### src/rtl/mips_pkg.sv
// Shared MIPS pipeline constants: ALU opcode encodings, the zero register, default widths.
package mips_pkg;

  localparam int unsigned DefaultDw = 32;
  localparam int unsigned DefaultRw = 5;

  localparam logic [4:0] REG_ZERO = 5'd0;

  typedef enum logic [5:0] {
    AluAdd  = 6'b000000,
    AluSub  = 6'b000001,
    AluAnd  = 6'b000010,
    AluOr   = 6'b000011,
    AluXor  = 6'b000100,
    AluNor  = 6'b000101,
    AluSlt  = 6'b000110,
    AluSltu = 6'b000111,
    AluSll  = 6'b010100
  } alu_op_e;

endpackage

### src/rtl/id_ex_stage_if.sv
// Bundle of decode inputs, forwarding sources and ALU/EX outputs around the ID/EX register.
interface id_ex_stage_if #(
  parameter int unsigned DW = mips_pkg::DefaultDw,
  parameter int unsigned RW = mips_pkg::DefaultRw
) ();

  logic          id_valid;
  logic [DW-1:0] id_rs_val;
  logic [DW-1:0] id_rt_val;
  logic [DW-1:0] id_imm;
  logic [RW-1:0] id_rs;
  logic [RW-1:0] id_rt;
  logic [RW-1:0] id_rd;
  logic [5:0]    id_aluop;
  logic [4:0]    id_shamt;
  logic          id_alusrc;
  logic          id_regwrite;
  logic          id_memread;
  logic          id_memwrite;
  logic          id_memtoreg;
  logic          flush;

  logic          exmem_regwrite;
  logic [RW-1:0] exmem_rd;
  logic [DW-1:0] exmem_result;
  logic          memwb_regwrite;
  logic [RW-1:0] memwb_rd;
  logic [DW-1:0] memwb_result;

  logic [DW-1:0] alu_op1;
  logic [DW-1:0] alu_op2;
  logic [5:0]    alu_aluop;
  logic [4:0]    alu_shamt;
  logic [DW-1:0] ex_store_data;
  logic          ex_valid;
  logic          ex_regwrite;
  logic          ex_memread;
  logic          ex_memwrite;
  logic          ex_memtoreg;
  logic [RW-1:0] ex_rd;
  logic          stall;

  // Upstream pipeline side: drives decode/forwarding, observes EX outputs.
  modport master (
    output id_valid, id_rs_val, id_rt_val, id_imm, id_rs, id_rt, id_rd, id_aluop, id_shamt,
    output id_alusrc, id_regwrite, id_memread, id_memwrite, id_memtoreg, flush,
    output exmem_regwrite, exmem_rd, exmem_result, memwb_regwrite, memwb_rd, memwb_result,
    input  alu_op1, alu_op2, alu_aluop, alu_shamt, ex_store_data,
    input  ex_valid, ex_regwrite, ex_memread, ex_memwrite, ex_memtoreg, ex_rd, stall
  );

  // ID/EX stage side.
  modport slave (
    input  id_valid, id_rs_val, id_rt_val, id_imm, id_rs, id_rt, id_rd, id_aluop, id_shamt,
    input  id_alusrc, id_regwrite, id_memread, id_memwrite, id_memtoreg, flush,
    input  exmem_regwrite, exmem_rd, exmem_result, memwb_regwrite, memwb_rd, memwb_result,
    output alu_op1, alu_op2, alu_aluop, alu_shamt, ex_store_data,
    output ex_valid, ex_regwrite, ex_memread, ex_memwrite, ex_memtoreg, ex_rd, stall
  );

endinterface

### src/rtl/fwd_mux.sv
// Operand forwarding select for one source register: EX/MEM, then MEM/WB, then register value.
module fwd_mux
  import mips_pkg::*;
#(
  parameter int unsigned DW = DefaultDw,
  parameter int unsigned RW = DefaultRw
) (
  input  logic [RW-1:0] src_i,
  input  logic [DW-1:0] reg_val_i,
  input  logic          exmem_regwrite_i,
  input  logic [RW-1:0] exmem_rd_i,
  input  logic [DW-1:0] exmem_result_i,
  input  logic          memwb_regwrite_i,
  input  logic [RW-1:0] memwb_rd_i,
  input  logic [DW-1:0] memwb_result_i,
  output logic [DW-1:0] val_o
);

  logic exmem_hit;
  logic memwb_hit;

  // Youngest producer wins; the zero register is never forwarded.
  always_comb begin
    exmem_hit = exmem_regwrite_i && (exmem_rd_i != RW'(REG_ZERO)) && (exmem_rd_i == src_i);
    memwb_hit = memwb_regwrite_i && (memwb_rd_i != RW'(REG_ZERO)) && (memwb_rd_i == src_i);
    if (exmem_hit) begin
      val_o = exmem_result_i;
    end else if (memwb_hit) begin
      val_o = memwb_result_i;
    end else begin
      val_o = reg_val_i;
    end
  end

endmodule

### src/rtl/id_ex_stage.sv
// ID/EX pipeline register with operand forwarding and load-use stall generation.
module id_ex_stage
  import mips_pkg::*;
#(
  parameter int unsigned DW = DefaultDw,
  parameter int unsigned RW = DefaultRw
) (
  input logic         clk,
  input logic         reset,
  id_ex_stage_if.slave pipe_if
);

  typedef struct packed {
    logic          valid;
    logic [RW-1:0] rs;
    logic [RW-1:0] rt;
    logic [RW-1:0] rd;
    logic [DW-1:0] rs_val;
    logic [DW-1:0] rt_val;
    logic [DW-1:0] imm;
    logic [5:0]    aluop;
    logic [4:0]    shamt;
    logic          alusrc;
    logic          regwrite;
    logic          memread;
    logic          memwrite;
    logic          memtoreg;
  } ex_state_t;

  ex_state_t     st_q, st_d;
  logic          load_use;
  logic          stall;
  logic [DW-1:0] fwd_rs;
  logic [DW-1:0] fwd_rt;

  // Load in EX whose destination the decoding instruction reads; rt only counts when used.
  always_comb begin
    load_use = st_q.valid && st_q.memread && (st_q.rd != RW'(REG_ZERO)) &&
               ((st_q.rd == pipe_if.id_rs) ||
                ((st_q.rd == pipe_if.id_rt) && (!pipe_if.id_alusrc || pipe_if.id_memwrite)));
    stall    = pipe_if.id_valid && load_use;
  end

  // Flush or stall loads an all-zero bubble (aluop zero is ADD); otherwise capture decode.
  always_comb begin
    st_d = '0;
    if (!pipe_if.flush && !stall) begin
      st_d.valid    = pipe_if.id_valid;
      st_d.rs       = pipe_if.id_rs;
      st_d.rt       = pipe_if.id_rt;
      st_d.rd       = pipe_if.id_rd;
      st_d.rs_val   = pipe_if.id_rs_val;
      st_d.rt_val   = pipe_if.id_rt_val;
      st_d.imm      = pipe_if.id_imm;
      st_d.aluop    = pipe_if.id_aluop;
      st_d.shamt    = pipe_if.id_shamt;
      st_d.alusrc   = pipe_if.id_alusrc   && pipe_if.id_valid;
      st_d.regwrite = pipe_if.id_regwrite && pipe_if.id_valid;
      st_d.memread  = pipe_if.id_memread  && pipe_if.id_valid;
      st_d.memwrite = pipe_if.id_memwrite && pipe_if.id_valid;
      st_d.memtoreg = pipe_if.id_memtoreg && pipe_if.id_valid;
    end
  end

  // Pipeline register with synchronous reset.
  always_ff @(posedge clk) begin
    if (reset) begin
      st_q <= '0;
    end else begin
      st_q <= st_d;
    end
  end

  fwd_mux #(.DW(DW), .RW(RW)) u_fwd_rs (
    .src_i            (st_q.rs),
    .reg_val_i        (st_q.rs_val),
    .exmem_regwrite_i (pipe_if.exmem_regwrite),
    .exmem_rd_i       (pipe_if.exmem_rd),
    .exmem_result_i   (pipe_if.exmem_result),
    .memwb_regwrite_i (pipe_if.memwb_regwrite),
    .memwb_rd_i       (pipe_if.memwb_rd),
    .memwb_result_i   (pipe_if.memwb_result),
    .val_o            (fwd_rs)
  );

  fwd_mux #(.DW(DW), .RW(RW)) u_fwd_rt (
    .src_i            (st_q.rt),
    .reg_val_i        (st_q.rt_val),
    .exmem_regwrite_i (pipe_if.exmem_regwrite),
    .exmem_rd_i       (pipe_if.exmem_rd),
    .exmem_result_i   (pipe_if.exmem_result),
    .memwb_regwrite_i (pipe_if.memwb_regwrite),
    .memwb_rd_i       (pipe_if.memwb_rd),
    .memwb_result_i   (pipe_if.memwb_result),
    .val_o            (fwd_rt)
  );

  // Outputs to the ALU and EX/MEM.
  always_comb begin
    pipe_if.alu_op1       = fwd_rs;
    pipe_if.alu_op2       = st_q.alusrc ? st_q.imm : fwd_rt;
    pipe_if.alu_aluop     = st_q.aluop;
    pipe_if.alu_shamt     = st_q.shamt;
    pipe_if.ex_store_data = fwd_rt;
    pipe_if.ex_valid      = st_q.valid;
    pipe_if.ex_regwrite   = st_q.regwrite;
    pipe_if.ex_memread    = st_q.memread;
    pipe_if.ex_memwrite   = st_q.memwrite;
    pipe_if.ex_memtoreg   = st_q.memtoreg;
    pipe_if.ex_rd         = st_q.rd;
    pipe_if.stall         = stall;
  end

endmodule

### src/flat_wrapper.sv
// flat-port wrapper written by rule: the top's interface ports become plain ports
module id_ex_stage_flat import mips_pkg::*;
#(
  parameter int unsigned DW = DefaultDw,
  parameter int unsigned RW = DefaultRw
)
  (clk, reset, pipe_if_id_valid, pipe_if_id_rs_val, pipe_if_id_rt_val, pipe_if_id_imm, pipe_if_id_rs, pipe_if_id_rt, pipe_if_id_rd, pipe_if_id_aluop, pipe_if_id_shamt, pipe_if_id_alusrc, pipe_if_id_regwrite, pipe_if_id_memread, pipe_if_id_memwrite, pipe_if_id_memtoreg, pipe_if_flush, pipe_if_exmem_regwrite, pipe_if_exmem_rd, pipe_if_exmem_result, pipe_if_memwb_regwrite, pipe_if_memwb_rd, pipe_if_memwb_result, pipe_if_alu_op1, pipe_if_alu_op2, pipe_if_alu_aluop, pipe_if_alu_shamt, pipe_if_ex_store_data, pipe_if_ex_valid, pipe_if_ex_regwrite, pipe_if_ex_memread, pipe_if_ex_memwrite, pipe_if_ex_memtoreg, pipe_if_ex_rd, pipe_if_stall);
  id_ex_stage_if #(.DW(DW), .RW(RW)) pipe_if_i ();
  input logic clk;
  input logic reset;
  input wire logic [$bits(pipe_if_i.id_valid)-1:0] pipe_if_id_valid;
  input wire logic [$bits(pipe_if_i.id_rs_val)-1:0] pipe_if_id_rs_val;
  input wire logic [$bits(pipe_if_i.id_rt_val)-1:0] pipe_if_id_rt_val;
  input wire logic [$bits(pipe_if_i.id_imm)-1:0] pipe_if_id_imm;
  input wire logic [$bits(pipe_if_i.id_rs)-1:0] pipe_if_id_rs;
  input wire logic [$bits(pipe_if_i.id_rt)-1:0] pipe_if_id_rt;
  input wire logic [$bits(pipe_if_i.id_rd)-1:0] pipe_if_id_rd;
  input wire logic [$bits(pipe_if_i.id_aluop)-1:0] pipe_if_id_aluop;
  input wire logic [$bits(pipe_if_i.id_shamt)-1:0] pipe_if_id_shamt;
  input wire logic [$bits(pipe_if_i.id_alusrc)-1:0] pipe_if_id_alusrc;
  input wire logic [$bits(pipe_if_i.id_regwrite)-1:0] pipe_if_id_regwrite;
  input wire logic [$bits(pipe_if_i.id_memread)-1:0] pipe_if_id_memread;
  input wire logic [$bits(pipe_if_i.id_memwrite)-1:0] pipe_if_id_memwrite;
  input wire logic [$bits(pipe_if_i.id_memtoreg)-1:0] pipe_if_id_memtoreg;
  input wire logic [$bits(pipe_if_i.flush)-1:0] pipe_if_flush;
  input wire logic [$bits(pipe_if_i.exmem_regwrite)-1:0] pipe_if_exmem_regwrite;
  input wire logic [$bits(pipe_if_i.exmem_rd)-1:0] pipe_if_exmem_rd;
  input wire logic [$bits(pipe_if_i.exmem_result)-1:0] pipe_if_exmem_result;
  input wire logic [$bits(pipe_if_i.memwb_regwrite)-1:0] pipe_if_memwb_regwrite;
  input wire logic [$bits(pipe_if_i.memwb_rd)-1:0] pipe_if_memwb_rd;
  input wire logic [$bits(pipe_if_i.memwb_result)-1:0] pipe_if_memwb_result;
  output wire logic [$bits(pipe_if_i.alu_op1)-1:0] pipe_if_alu_op1;
  output wire logic [$bits(pipe_if_i.alu_op2)-1:0] pipe_if_alu_op2;
  output wire logic [$bits(pipe_if_i.alu_aluop)-1:0] pipe_if_alu_aluop;
  output wire logic [$bits(pipe_if_i.alu_shamt)-1:0] pipe_if_alu_shamt;
  output wire logic [$bits(pipe_if_i.ex_store_data)-1:0] pipe_if_ex_store_data;
  output wire logic [$bits(pipe_if_i.ex_valid)-1:0] pipe_if_ex_valid;
  output wire logic [$bits(pipe_if_i.ex_regwrite)-1:0] pipe_if_ex_regwrite;
  output wire logic [$bits(pipe_if_i.ex_memread)-1:0] pipe_if_ex_memread;
  output wire logic [$bits(pipe_if_i.ex_memwrite)-1:0] pipe_if_ex_memwrite;
  output wire logic [$bits(pipe_if_i.ex_memtoreg)-1:0] pipe_if_ex_memtoreg;
  output wire logic [$bits(pipe_if_i.ex_rd)-1:0] pipe_if_ex_rd;
  output wire logic [$bits(pipe_if_i.stall)-1:0] pipe_if_stall;
  assign pipe_if_i.id_valid = pipe_if_id_valid;
  assign pipe_if_i.id_rs_val = pipe_if_id_rs_val;
  assign pipe_if_i.id_rt_val = pipe_if_id_rt_val;
  assign pipe_if_i.id_imm = pipe_if_id_imm;
  assign pipe_if_i.id_rs = pipe_if_id_rs;
  assign pipe_if_i.id_rt = pipe_if_id_rt;
  assign pipe_if_i.id_rd = pipe_if_id_rd;
  assign pipe_if_i.id_aluop = pipe_if_id_aluop;
  assign pipe_if_i.id_shamt = pipe_if_id_shamt;
  assign pipe_if_i.id_alusrc = pipe_if_id_alusrc;
  assign pipe_if_i.id_regwrite = pipe_if_id_regwrite;
  assign pipe_if_i.id_memread = pipe_if_id_memread;
  assign pipe_if_i.id_memwrite = pipe_if_id_memwrite;
  assign pipe_if_i.id_memtoreg = pipe_if_id_memtoreg;
  assign pipe_if_i.flush = pipe_if_flush;
  assign pipe_if_i.exmem_regwrite = pipe_if_exmem_regwrite;
  assign pipe_if_i.exmem_rd = pipe_if_exmem_rd;
  assign pipe_if_i.exmem_result = pipe_if_exmem_result;
  assign pipe_if_i.memwb_regwrite = pipe_if_memwb_regwrite;
  assign pipe_if_i.memwb_rd = pipe_if_memwb_rd;
  assign pipe_if_i.memwb_result = pipe_if_memwb_result;
  assign pipe_if_alu_op1 = pipe_if_i.alu_op1;
  assign pipe_if_alu_op2 = pipe_if_i.alu_op2;
  assign pipe_if_alu_aluop = pipe_if_i.alu_aluop;
  assign pipe_if_alu_shamt = pipe_if_i.alu_shamt;
  assign pipe_if_ex_store_data = pipe_if_i.ex_store_data;
  assign pipe_if_ex_valid = pipe_if_i.ex_valid;
  assign pipe_if_ex_regwrite = pipe_if_i.ex_regwrite;
  assign pipe_if_ex_memread = pipe_if_i.ex_memread;
  assign pipe_if_ex_memwrite = pipe_if_i.ex_memwrite;
  assign pipe_if_ex_memtoreg = pipe_if_i.ex_memtoreg;
  assign pipe_if_ex_rd = pipe_if_i.ex_rd;
  assign pipe_if_stall = pipe_if_i.stall;
  id_ex_stage #(.DW(DW), .RW(RW)) u_core (.clk(clk), .reset(reset), .pipe_if(pipe_if_i));
endmodule
### config.mk
export PLATFORM = sky130hd
export DESIGN_NAME = id_ex_stage_flat
export DESIGN_NICKNAME = d
export VERILOG_FILES = /design/src/rtl/mips_pkg.sv /design/src/rtl/id_ex_stage_if.sv /design/src/rtl/fwd_mux.sv /design/src/rtl/id_ex_stage.sv /design/src/flat_wrapper.sv
export SDC_FILE = /design/constraint.sdc
export NUM_CORES = 1
export LEC_CHECK = 0
export CAP_MARGIN = 20
export CORE_MARGIN = 2
export CORE_UTILIZATION = 40
export DETAILED_ROUTE_END_ITERATION = 6
export MAX_ROUTING_LAYER = met4
export PLACE_DENSITY = 0.84
export SLEW_MARGIN = 20
export SYNTH_ARGS = -nofsm -noshare
export SYNTH_HDL_FRONTEND = slang
export SYNTH_SLANG_ARGS = --single-unit
### constraint.sdc
create_clock -name clk -period 3.64 [get_ports clk]
set_input_delay 0.91 -clock clk [delete_from_list [all_inputs] [get_ports clk]]
set_output_delay 0.91 -clock clk [all_outputs]
set_load 0.02 [all_outputs]
**Run 1: selected gate families**

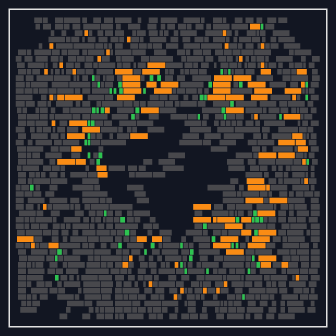
orange -> aoi and oai cells  # cells 102, most used a21oi_1, where widely spread
green -> nand cells  # cells 67, most used nand2_1
Final Non-Filler Cells: 1,318
most frequent logic cell in the layout: clkdlybuf4s50_1
combinational share of cell area: 36.17%

**Run 1: cell outlines without signal wires**

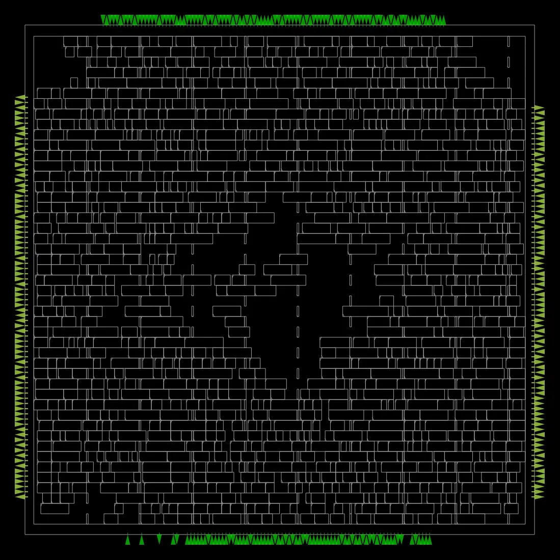
Fillers: 1,085
Site Rows: 47
core area: 0.01647 mm²
flop share of the area: 20.78%

**Run 1: met2 routing**

Cells faint in the background.
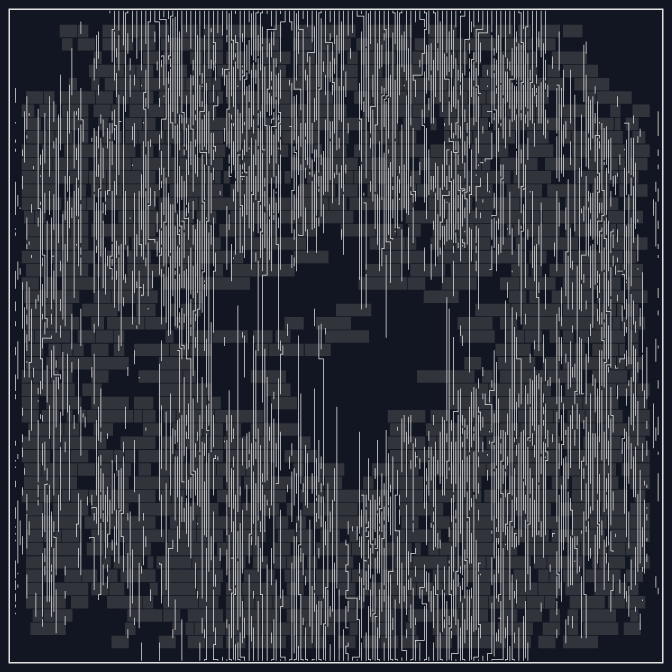
main direction = vertical
nets with wire on the layer = 1,160

**Run 1: routed clock nets over the placement**

Scale bar: 50 µm.
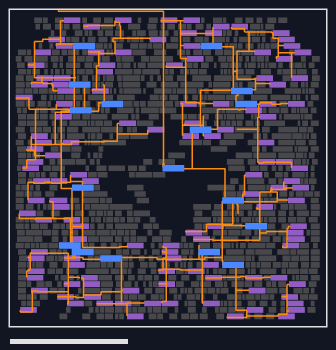
blue -> clock-net drivers  # count 17
orange -> clock wires  # length 1,850 µm
purple -> flip-flops  # count 128
routed clock nets = 18
flops lie = widely spread
Clock Power Share: 41.3%
clk pwr: 0.00178 W
Latency at later pin: 0.42 ns
Clock Skews: 0.01261 ns

==> results.cfg, run 1 <==
; physical design summary
[pwr]
cell_internal_pwr_w = 0.003161
pg_seq_w = 0.00149

[run_status]
violations = setup timing
outcome = finished, violations left

[critical_path]
crit_type = in2out
end_kind = primary output
reg2reg_depth = 7
crit_start = pipe_if_memwb_rd[1]
critical_path.top_delay_family = buffers and inverters
reg2reg_to = u_core.st_q[99]$_SDFF_PP0_

[cts]
ctsResizeCount = 574
cts_made_buffers = 17
htreeDepth = 4

[final_layout]
diodes = 0
logic_area_mm2 = 0.004463

[floorplanning]
die_y_um = 133.5
ios = 325

[timing]
finalSetupViolCount = 40
fin_ws_ns = -0.1643
fmax_mhz = 262.9

[detailed_routing]
final_antenna_net_count = 0
wire_per_inst_um = 20.74
drc = 0

[logic_synthesis]
yosysTopAreaCell = dfxtp_1
edf_count = 0
async_flop_share_pct = 0
ys_cells = 710
top_cells_by_area = dfxtp_1 (38%), and2_1 (12%), o31ai_4 (7.9%)

[hold_path]
min_path_cells = 2
hp-class = in2reg

[place]
io_buffer_count = 324
dp_hpwl_um = 18120
==> run 1: kinds of logic after synthesis <==
logic type | synth area share, %
flip-flops | 38.19
buffers and inverters | 6.899
AND/OR/NAND/NOR | 26.61
multiplexers | 9.305
AND-OR/OR-AND | 15.08
XOR/XNOR | 3.916
==> run 1: final cells by class <==
type | instances | area share [%]
flip-flops and latches | 128 | 20.78
well taps | 220 | 2.231
multi-input cells | 503 | 36.17
inverters | 1 | 0.03042
clock buffers | 23 | 3.873
clock inverters | 9 | 1.065
repair buffers | 434 | 35.85
==> run 1: stage by stage <==
step / instance area (µm²) / util (%)
2_1_floorplan: 6860 / -
3_3_place_gp: 10930 / 66.35
3_5_place_dp: 10930 / 66.35
4_1_cts: 11920 / 72.40
5_1_grt: 12340 / 74.94
6_report: 12340 / 74.94
==> run 1: flip-flops by register name (all words and copies together), names as in the netlist <==
register	cells
u_core.pipe_if.ex_valid	1
u_core.pipe_if.ex_memwrite	1
u_core.st_q	107
u_core.pipe_if.alu_shamt	5
u_core.pipe_if.ex_rd	5
u_core.pipe_if.alu_aluop	6
u_core.pipe_if.ex_memread	1
u_core.pipe_if.ex_regwrite	1
u_core.pipe_if.ex_memtoreg	1
==> run 1: routing by layer <==
metal	routed length, µm	track usage [%]
met2	13910	50.97
met4	832	11.64
met3	1725	5.289
met1	10860	34.80
met5	0	-
==> run 1: layout by cell type (no fill, tap or decap), types with 25 or more instances in the layout <==
master             n
a21oi_1           31
and2_1           124
buf_12            28
buf_2             43
buf_4             74
buf_6             57
clkdlybuf4s50_1  216
dfxtp_1          127
mux2i_1           25
nand2_1           34
nand3_1           30
nor2_1            42
nor4_1            26
o31ai_4           25
==> run 2: changes to the inputs <==
- CTS_CLUSTER_DIAMETER: unset -> 40
**Run 2: cell outlines without signal wires**

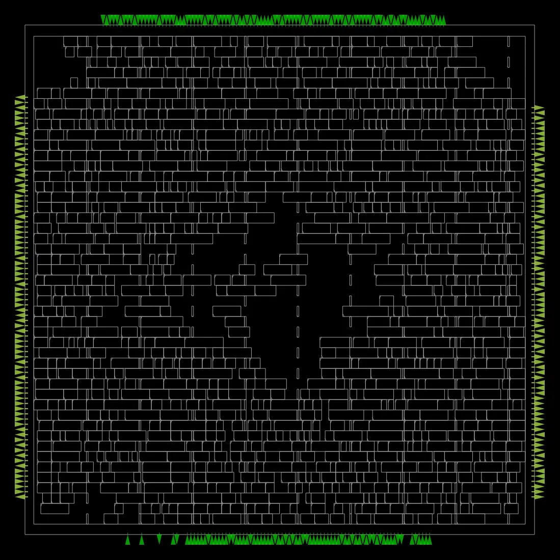
Post-Route Utilization: 74.94%
tap cells: 220
FFs & Latches: 128

==> run 2 against run 1 <==
The flow still finishes with violations (setup timing). Cell count is the same. Combinational power about the same. Via count stayed put. Utilization is the same. Critical endpoint unchanged. Largest power group unchanged.
==> results.cfg, run 2 <==
; physical design summary
[run_status]
outcome = finished, violations left
violations = setup timing

[critical_path]
end_kind = primary output

[logic_synthesis]
compound_area_share_pct = 15.08
fa_ha_area_share_pct = 0
ys_sh_mux_pct = 9.304
ys_cells = 710
top_cells_by_area = dfxtp_1 (38%), and2_1 (12%), o31ai_4 (7.9%)
yosysTopAreaCell = dfxtp_1

[cts]
clock_latency_ns = 0.42
htreeDepth = 4

[timing]
finalSetupViolCount = 40
fmax_mhz = 262.9
fin_ws_ns = -0.1643

[final_layout]
mostFrequentLayoutCells = clkdlybuf4s50_1 (216), dfxtp_1 (127), and2_1 (124), buf_4 (74), buf_6 (57)
finalNonFillerCells = 1318
largest_register_ffs = 107

[grt]
grt.met3_usage_pct = 5.289
grt_busiest_layer = met2

[floorplanning]
die_y_um = 133.5

[hold_path]
hp-class = in2reg
run 2: cell counts after synthesis:
Identical to the previous run, type by type.
run 2: power breakdown:
| part | switching, W | internal [W] |
|---|---|---|
| clock | 0.000653 | 0.00113 |
| combinational | 0.000472 | 0.000572 |
| sequential | 0.0000362 | 0.00146 |
| total | 0.00116 | 0.00316 |
run 2: area by class of cell:
type                    count  area (µm²)
inverters                   1       3.754
well taps                 220       275.3
multi-input cells         503        4463
clock buffers              23       478.0
clock inverters             9       131.4
repair buffers            434        4424
fillers                  1085        4126
flip-flops and latches    128        2564
run 2: layer usage:
| metal | vias to the layer above | share of wire, % |
|---|---|---|
| li1 | 3213 | - |
| met1 | 3432 | 40 |
| met2 | 350 | 51 |
| met3 | 67 | 6.3 |
| met4 | 0 | 3.0 |
| met5 | - | 0 |
run 2: worst paths after layout:
path                                   startpoint  cells after the start  slack, ns                            endpoint
max                           pipe_if_memwb_rd[1]                      9      -0.16                 pipe_if_alu_op2[19]
min reg2reg  u_core.pipe_if.ex_memread$_SDFF_PP0_                      5       1.27  u_core.pipe_if.ex_rd[2]$_SDFF_PP0_
max reg2reg    u_core.pipe_if.ex_rd[0]$_SDFF_PP0_                      7       1.75          u_core.st_q[99]$_SDFF_PP0_
min                          pipe_if_id_rs_val[4]                      2       1.04          u_core.st_q[84]$_SDFF_PP0_
run 2: kinds of logic after synthesis:
| logic type | after synthesis |
|---|---|
| DFF | 128 |
| muxes | 59 |
| buffers and inverters | 80 |
| AOI/OAI and AO/OA | 102 |
| xor gates and xnor gates | 30 |
| and+or+nand+nor | 311 |
run 2: critical path, cell delays in order:
cell and delay [ns]:
buf_8 0.10, xor2_2 0.18, buf_4 0.16, or4b_4 0.59, buf_6 0.17, o31ai_4 0.20
a31oi_2 0.14, mux2_2 0.28, buf_2 0.16
==> run 3: changes to the inputs <==
- GPL_ROUTABILITY_DRIVEN: unset -> 0
**Run 3: cell outlines without signal wires**

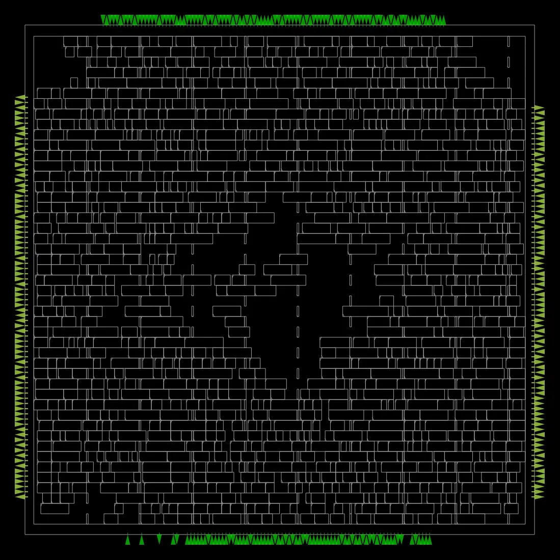

==> run 3 against run 2 <==
The flow still finishes with violations (setup timing). First-iteration DRC count unchanged. Sequential power about the same. Combinational power about the same. Synthesized cell count unchanged. Clock skew unchanged. Largest power group unchanged.
==> results.cfg, run 3 <==
; physical design summary
[hold_path]
hold_end = u_core.st_q[84]$_SDFF_PP0_
min_path_cells = 2
hold_path.startpoint = pipe_if_id_rs_val[4]
hp-class = in2reg

[run_status]
outcome = finished, violations left
violations = setup timing

[floorplanning]
coreArea_mm2 = 0.01647
rows = 47

[critical_path]
reg2reg_slack_ns = 1.75
r2r-start = u_core.pipe_if.ex_rd[0]$_SDFF_PP0_
crit_type = in2out
crit_start = pipe_if_memwb_rd[1]

[detailed_routing]
final_antenna_net_count = 0
wire_per_inst_um = 20.74
wirelength_met1_um = 10860
highest_layer = met4

[grt]
grtUsageMet1_pct = 34.80
grt_busiest_layer = met2
grt.met3_usage_pct = 5.289

[final_layout]
diodes = 0
fill_cells = 1085
mostFrequentLayoutCells = clkdlybuf4s50_1 (216), dfxtp_1 (127), and2_1 (124), buf_4 (74), buf_6 (57)
final_common_cell = clkdlybuf4s50_1
fin_area_mm2 = 0.01234
top_register = u_core.st_q
largest_register_ffs = 107
logic_area_mm2 = 0.004463

[timing]
fin_ws_ns = -0.1643
finalSetupViolCount = 40
fmax_mhz = 262.9
finClkSkew_ns = 0.01261

[logic_synthesis]
yosysTopAreaCell = dfxtp_1
top_cells_by_area = dfxtp_1 (38%), and2_1 (12%), o31ai_4 (7.9%)

[place]
placed_area_mm2 = 0.01093

[cts]
cts_made_buffers = 17
htreeDepth = 4
[run 3: cell counts after synthesis]
No cell type changed its count.
[run 3: power breakdown]
group / internal, W / total (W) / switching, W
registers: 0.00146 / 0.00149 / 0.0000362
logic: 0.000572 / 0.00104 / 0.000472
clock network: 0.00113 / 0.00178 / 0.000653
[run 3: kinds of logic after synthesis]
logic type	after synthesis	share of synthesized area, %
AND-OR/OR-AND	102	15.08
flip-flops	128	38.19
AND/OR/NAND/NOR	311	26.61
multiplexers	59	9.305
buffers and inverters	80	6.899
XOR/XNOR	30	3.916
[run 3: worst max-delay path, stage by stage]
cell and delay, ns:
buf_8 0.10, xor2_2 0.18, buf_4 0.16, or4b_4 0.59, buf_6 0.17, o31ai_4 0.20
a31oi_2 0.14, mux2_2 0.28, buf_2 0.16
[run 3: final cells by class]
type,count,area share (%)
inverters,1,0.03042
clock inverters,9,1.065
well taps,220,2.231
flip-flops and latches,128,20.78
multi-input cells,503,36.17
clock buffers,23,3.873
repair buffers,434,35.85
[run 3: worst max path at each step]
stage / end / slack (ns)
floorplan: pipe_if_alu_op2[1] / 0.001
global placement: pipe_if_alu_op2[12] / -0.95
detailed placement: pipe_if_alu_op2[22] / -0.98
CTS: pipe_if_alu_op2[12] / -0.18
global route: pipe_if_alu_op2[26] / -0.20
finish: pipe_if_alu_op2[19] / -0.16
[run 3: through the flow]
step,setup slack (ns),std cells,hold WS (ns)
global placement,-0.9507,1263,1.268
floorplan,0.001417,710,0.9974
finish,-0.1643,1318,1.039
detailed placement,-0.9769,1263,1.337
global route,-0.2032,1318,1.046
CTS,-0.1754,1309,1.033
[run 3: timing repair]
action | 4_1_cts | 5_1_grt
pin swaps | 37 | 18
setup buffers | 12 | 9
gates cloned | 6 | 2
resized | 574 | 99
setup endpoints to repair | 96 | 96
Power figures rest on the tool's default switching activity, not on a simulated workload.
